==> src/rtl/noise_sample_conditioner.sv <==
// Noise sample conditioner: removes the DC mean from the sum-of-uniforms noise
// lanes, applies a Q4.4 gain, then rounds and saturates each lane to signed
// OUT_BITS. Frames are emitted in software-triggered bursts through a
// three-stage pipeline, with busy/done status and a saturation counter.
module noise_sample_conditioner #(
    parameter int unsigned NSAMP     = 8,
    parameter int unsigned IN_BITS   = 16,
    parameter int unsigned OUT_BITS  = 12,
    parameter int unsigned MEAN      = 2040,
    parameter int unsigned GAIN_FRAC = 4
) (
    input  logic                      clk,
    input  logic                      rst_i,
    input  logic [NSAMP*IN_BITS-1:0]  noise_i,
    input  logic [7:0]                gain_i,
    input  logic [15:0]               burst_len_i,
    input  logic                      start_i,
    output logic [NSAMP*OUT_BITS-1:0] noise_o,
    output logic                      valid_o,
    output logic                      busy_o,
    output logic                      done_o,
    output logic [15:0]               sat_count_o
);

    localparam int unsigned DW = IN_BITS + 1;  // centred sample width
    localparam int unsigned PW = DW + 9;       // product width (gain is 8-bit unsigned)
    localparam int unsigned RW = PW + 1;       // headroom for the rounding add
    localparam int unsigned CW = $clog2(NSAMP + 1);

    localparam logic [DW-1:0]        MEAN_V  = DW'(MEAN);
    localparam logic signed [RW-1:0] ROUND_V = RW'(1 << (GAIN_FRAC - 1));
    localparam logic signed [RW-1:0] SAT_MAX = RW'((1 << (OUT_BITS - 1)) - 1);
    localparam logic signed [RW-1:0] SAT_MIN = ~SAT_MAX;

    typedef enum logic [1:0] {StIdle, StRun, StFlush} state_t;

    state_t                    r_state, w_state_d;
    logic                      r_done, w_done_d;
    logic                      w_accept, w_issue;
    logic [7:0]                r_gain;
    logic [15:0]               r_len;
    logic [15:0]               r_cnt;
    logic                      r_t1, r_t2, r_t3;
    logic [15:0]               r_sat, w_sat_d;
    logic [16:0]               w_sat_sum;
    logic [CW-1:0]             w_nsat;
    logic signed [DW-1:0]      r_s1_d [NSAMP];
    logic signed [PW-1:0]      r_s2_p [NSAMP];
    logic [NSAMP*OUT_BITS-1:0] r_out, w_out;

    // Burst sequencing: accept a start in idle, issue one frame per cycle, drain.
    always_comb begin
        w_state_d = r_state;
        w_done_d  = 1'b0;
        w_accept  = 1'b0;
        w_issue   = 1'b0;
        unique case (r_state)
            StIdle: begin
                // The idle cycle that shows done_o still counts as busy.
                if (start_i && !r_done) begin
                    w_accept = 1'b1;
                    if (burst_len_i != 16'd0) begin
                        w_state_d = StRun;
                    end else begin
                        w_done_d = 1'b1;
                    end
                end
            end
            StRun: begin
                w_issue = 1'b1;
                if (r_cnt == r_len - 16'd1) begin
                    w_state_d = StFlush;
                end
            end
            StFlush: begin
                // Leave once only the output stage can still hold a frame, so
                // done_o lands right after the last valid_o.
                if (!r_t1 && !r_t2) begin
                    w_state_d = StIdle;
                    w_done_d  = 1'b1;
                end
            end
            default: w_state_d = StIdle;
        endcase
    end

    // Stage 3: round half toward +inf, saturate, and count clamped lanes.
    always_comb begin
        logic signed [RW-1:0] v;
        w_out  = '0;
        w_nsat = '0;
        v      = '0;
        for (int k = 0; k < NSAMP; k++) begin
            v = (RW'(r_s2_p[k]) + ROUND_V) >>> GAIN_FRAC;
            if (v > SAT_MAX) begin
                w_out[k*OUT_BITS +: OUT_BITS] = SAT_MAX[OUT_BITS-1:0];
                w_nsat = w_nsat + CW'(1);
            end else if (v < SAT_MIN) begin
                w_out[k*OUT_BITS +: OUT_BITS] = SAT_MIN[OUT_BITS-1:0];
                w_nsat = w_nsat + CW'(1);
            end else begin
                w_out[k*OUT_BITS +: OUT_BITS] = v[OUT_BITS-1:0];
            end
        end
        w_sat_sum = {1'b0, r_sat} + 17'(w_nsat);
        w_sat_d   = w_sat_sum[16] ? 16'hFFFF : w_sat_sum[15:0];
    end

    // Control state, pipeline valid tags, output register and saturation count.
    always_ff @(posedge clk) begin
        if (rst_i) begin
            r_state <= StIdle;
            r_done  <= 1'b0;
            r_gain  <= '0;
            r_len   <= '0;
            r_cnt   <= '0;
            r_t1    <= 1'b0;
            r_t2    <= 1'b0;
            r_t3    <= 1'b0;
            r_sat   <= '0;
            r_out   <= '0;
        end else begin
            r_state <= w_state_d;
            r_done  <= w_done_d;
            r_t1    <= w_issue;
            r_t2    <= r_t1;
            r_t3    <= r_t2;
            if (w_accept) begin
                r_gain <= gain_i;
                r_len  <= burst_len_i;
                r_cnt  <= '0;
                r_sat  <= '0;
            end else begin
                if (w_issue) begin
                    r_cnt <= r_cnt + 16'd1;
                end
                if (r_t2) begin
                    r_sat <= w_sat_d;
                end
            end
            if (r_t2) begin
                r_out <= w_out;
            end
        end
    end

    // Stages 1-2: centre each lane, then apply the latched gain; tags mark validity.
    always_ff @(posedge clk) begin
        for (int k = 0; k < NSAMP; k++) begin
            r_s1_d[k] <= $signed({1'b0, noise_i[k*IN_BITS +: IN_BITS]} - MEAN_V);
            r_s2_p[k] <= PW'(r_s1_d[k]) * PW'($signed({1'b0, r_gain}));
        end
    end

    assign noise_o     = r_out;
    assign valid_o     = r_t3;
    assign done_o      = r_done;
    assign busy_o      = (r_state != StIdle) || r_done;
    assign sat_count_o = r_sat;

endmodule
==> config.mk <==
export PLATFORM = sky130hd
export DESIGN_NAME = noise_sample_conditioner
export DESIGN_NICKNAME = d
export VERILOG_FILES = /design/src/rtl/noise_sample_conditioner.sv
export SDC_FILE = /design/constraint.sdc
export NUM_CORES = 2
export LEC_CHECK = 0
export CAP_MARGIN = 30
export CORE_MARGIN = 2
export CORE_UTILIZATION = 55
export CTS_BUF_LIST = sky130_fd_sc_hd__clkbuf_8
export DETAILED_ROUTE_END_ITERATION = 8
export PLACE_DENSITY = 0.74
export SLEW_MARGIN = 20
export SYNTH_ARGS = -nofsm -noshare
export SYNTH_HDL_FRONTEND = slang
export SYNTH_SLANG_ARGS = --single-unit
==> constraint.sdc <==
create_clock -name clk -period 21.8 [get_ports clk]
set_input_delay 5.45 -clock clk [delete_from_list [all_inputs] [get_ports clk]]
set_output_delay 5.45 -clock clk [all_outputs]
set_load 0.005 [all_outputs]
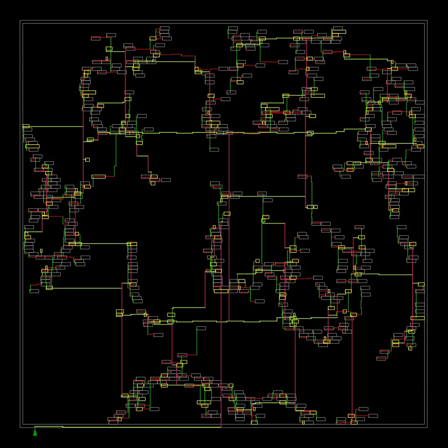
**Above:** clock wiring as the flow saved it.
Clock buffer cells: 112
Flop Count: 478
P_clk: 1050 uW

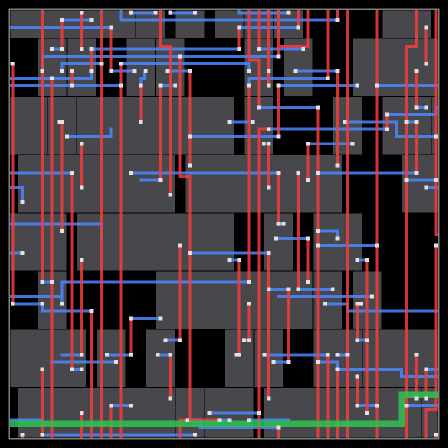
**Above:** layout detail.
Region (237, 237) to (257, 257) um. Cells in gray, sequential cells in the stronger gray; small squares are vias.
Red marks M2. Blue marks M1. Green marks M3.
Sequential cells in the window: 0. Most frequent: inv_1 (14), fa_1 (8), and2_1 (5). 31 logic cells have their middle in the window.

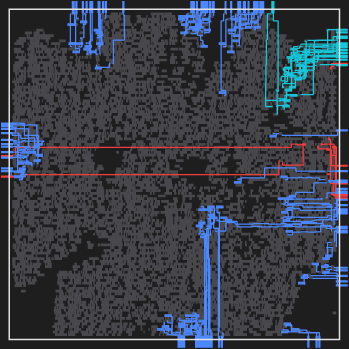
**Above:** wires at chosen ports, followed through buffers.
Scale: 1 px per um.
Red marks `gain_i`, bits 8, direction input, edge 6 right, 2 left, end cells 8, buffers 8, wire 932 um. Cyan marks `sat_count_o`, bits 16, direction output, edge 14 right, 2 top, end cells 16, buffers 16, wire 1,410 um. Blue marks `noise_o`, bits 96, direction output, edge 37 top, 25 bottom, 22 right, 12 left, end cells 96, buffers 96, wire 4,920 um.
Buffers on Ports: 269
Ports: 270

==> impl_metrics.env <==
# implementation run metrics
export IMPL_ir_worst_vdd_mv=0.06468
export IMPL_worstMarginPinSlew_ns=0.9610
export IMPL_initial_core_util_pct=55.28
export IMPL_cp_required_ns=22.47
export IMPL_synth_avg_cell_area_um2=8.725
export IMPL_ys_seq_share_pct=16.49
export IMPL_syn_inst=6650
export IMPL_drt_initial_drc_count=2355
export IMPL_grt_max_degree=103
export IMPL_setup_viol=0
export IMPL_p_leak_uw=0.03098
export IMPL_clock_latency_ns=0.75
export IMPL_hold_violations=0
export IMPL_dp_hpwl_um=108800
export IMPL_cts_made_buffers=93
export IMPL_root_buffer="clkbuf_8"
export IMPL_final_common_cell="inv_1"
export IMPL_crit_path_max_incr_delay_ns=0.80
export IMPL_h_tree_depth=3
export IMPL_fp_dieW_um=328.8
export IMPL_clock_path_buffers=3
export IMPL_cts_sinks=478
export IMPL_synth_async_reset_ratio_pct=0
export IMPL_critPathLaunchType="flip-flop"
export IMPL_die_h_um=328.8
export IMPL_routedWlPerCell_um=16.55
export IMPL_firstDrtPassIters=6
export IMPL_crit_top_cell="ha_1"
export IMPL_grt_pass1_wl_um=232500
export IMPL_worst_path_max_delay_cell="nor4_1"
export IMPL_syn_nets=8099
export IMPL_synthDistinctLibCells=99
export IMPL_fin_ws_ns=12.68
export IMPL_period_minus_slack_ns=9.120
export IMPL_max_cap_violations=0
export IMPL_topCellsByArea="fa_1 (30%), dfxtp_1 (16%), ha_1 (9.3%), inv_1 (7.8%), and2_1 (7.5%)"
export IMPL_antenna_left=0
export IMPL_pre_cts_slack_ns=12.41
export IMPL_hold_path_class="flip-flop to flip-flop"
export IMPL_grt_use_total_pct=26.39
export IMPL_end_kind="flip-flop"
export IMPL_slew_viol_final=0
export IMPL_antenna_found_initial=18
export IMPL_cts_tree="yes"
export IMPL_final_cell_area_um2=64230
export IMPL_areaGrowthSynthToFinish_pct=10.69
export IMPL_fmax_mhz=109.7
export IMPL_overflow=0
export IMPL_coreArea_um2=105000
export IMPL_layout_drive_gt1_share_pct=3.564
export IMPL_tns_ns=0
export IMPL_clock_skew_ns=0.03935
export IMPL_critPathKind="flip-flop to flip-flop"
export IMPL_wl_um=137900
export IMPL_slew_headroom_pct=35.93
export IMPL_arrival_ns=9.79
export IMPL_ys_flops=478
export IMPL_first_global_vias=46842
export IMPL_clk_pin_slew_worst_paths_ns=0.06
export IMPL_ys_warn_count=0
export IMPL_path_max_fanout=10
export IMPL_rsz0062_at_grt="false"
export IMPL_synth_chip_area_um2=58020
export IMPL_p_per_area_nw_per_um2=62.35
export IMPL_ys_cells=6650
export IMPL_cts_resized=0
export IMPL_holdBufCountCts=0
export IMPL_final_nets=8303
export IMPL_route_detailed_drc=0
export IMPL_netlist_area_um2=58020
export IMPL_avgViaCountPerCell=5.367
export IMPL_via_count=44709
export IMPL_fin_crit_sh_pct=41.83
export IMPL_top_area_cell="fa_1"
export IMPL_final_cell_mix="inv_1 (1,216), fa_1 (865), and2_1 (692)"
export IMPL_flop_cell="dfxtp_1"
export IMPL_top_area_share_pct=29.84
export IMPL_placed_area_um2=61960
export IMPL_status="complete, no violations"
## Yosys cell counts, drive strengths merged (16+ instances only)
cell type,n
xor2,133
a21boi,29
a211oi,35
a21o,18
nand3,162
and2,694
nand4,64
nor3b,16
or2,20
nor2b,29
fa,865
dfxtp,478
nand2,640
ha,429
a21oi,201
nor2,386
o21a,27
clkbuf,179
nand2b,39
o21ai,132
nor3,105
and4,20
a31oi,23
and3,80
or3,30
inv,1202
xnor2,269
o211ai,23
mux2i,27
o31ai,16
nor4,36
o22ai,52
## worst max-delay path: cells and delay by family (launching register included)
| kind | cells | cell delay, ns |
|---|---|---|
| simple gates | 10 | 3.46 |
| compound gates | 15 | 3.11 |
| fa+ha+maj | 5 | 1.31 |
| flops | 1 | 0.41 |
| xor+xnor | 2 | 0.39 |
| mux | 1 | 0.28 |
| buf+inv | 1 | 0.06 |
## through the flow
step | util, % | std cells | power [uW] | hold slack, ns
finish | 61.18 | 8331 | 4005 | 0.4643
global route | 61.17 | 8326 | 4325 | 0.4720
CTS | 61.11 | 8317 | 4040 | 0.4652
detailed placement | 59.03 | 8146 | 2962 | 0.4528
global placement | 59.01 | 8144 | 2918 | 0.4489
floorplan | - | 6650 | 2481 | 0.4392
## power by group
| part | switching [uW] | internal (uW) | leakage (uW) |
|---|---|---|---|
| Sequential | 223 | 1020 | 0.00397 |
| Clock | 437 | 614 | 0.00114 |
| Combinational | 948 | 761 | 0.0259 |
## cell families after synthesis
kind of cell / count (synthesis) / share of synthesized area (%)
flops: 478 / 16.49
simple gates: 2375 / 21.08
compound gates: 676 / 7.548
fa+ha+maj: 1294 / 39.10
mux: 33 / 0.5952
buf+inv: 1389 / 8.999
xor+xnor: 405 / 6.187
## layer usage
metal | routed length [um] | vias to the layer above | track usage (%)
met1 | 59060 | 22149 | 33.62
met3 | 7899 | 212 | 4.704
met5 | 94 | - | 0
met4 | 4009 | 14 | 8.239
met2 | 66850 | 930 | 45.49
li1 | - | 21404 | -
## worst paths after layout
check / from / end / slack [ns] / cells past startpoint
hold / removal: r_t1 / r_t2 / 0.46 / 1
setup reg to reg: r_s2_p[0][11] / sat_count_o[14] / 12.68 / 34
hold reg to reg: r_t1 / r_t2 / 0.46 / 1
setup / recovery: r_s2_p[0][11] / sat_count_o[14] / 12.68 / 34
## registers in the layout, indices dropped and copies added, names as in the netlist
register	cells
sat_count_o	16
r_t2	1
r_t1	1
r_len	16
valid_o	1
r_s2_p	184
done_o	1
noise_o	96
r_gain	8
r_s1_d	136
r_cnt	16
r_state	2
## cell type report
| cell class | count | area, um^2 |
|---|---|---|
| antenna | 10 | 25.02 |
| clock buffer | 112 | 1541 |
| clock inverter | 59 | 643.1 |
| fill | 9034 | 40740 |
| inverter | 1203 | 4516 |
| multi-input combinational | 4783 | 43230 |
| sequential | 478 | 9603 |
| tap | 1391 | 1740 |
| timing repair buffer | 295 | 2925 |
Power figures rest on the tool's default switching activity, not on a simulated workload.
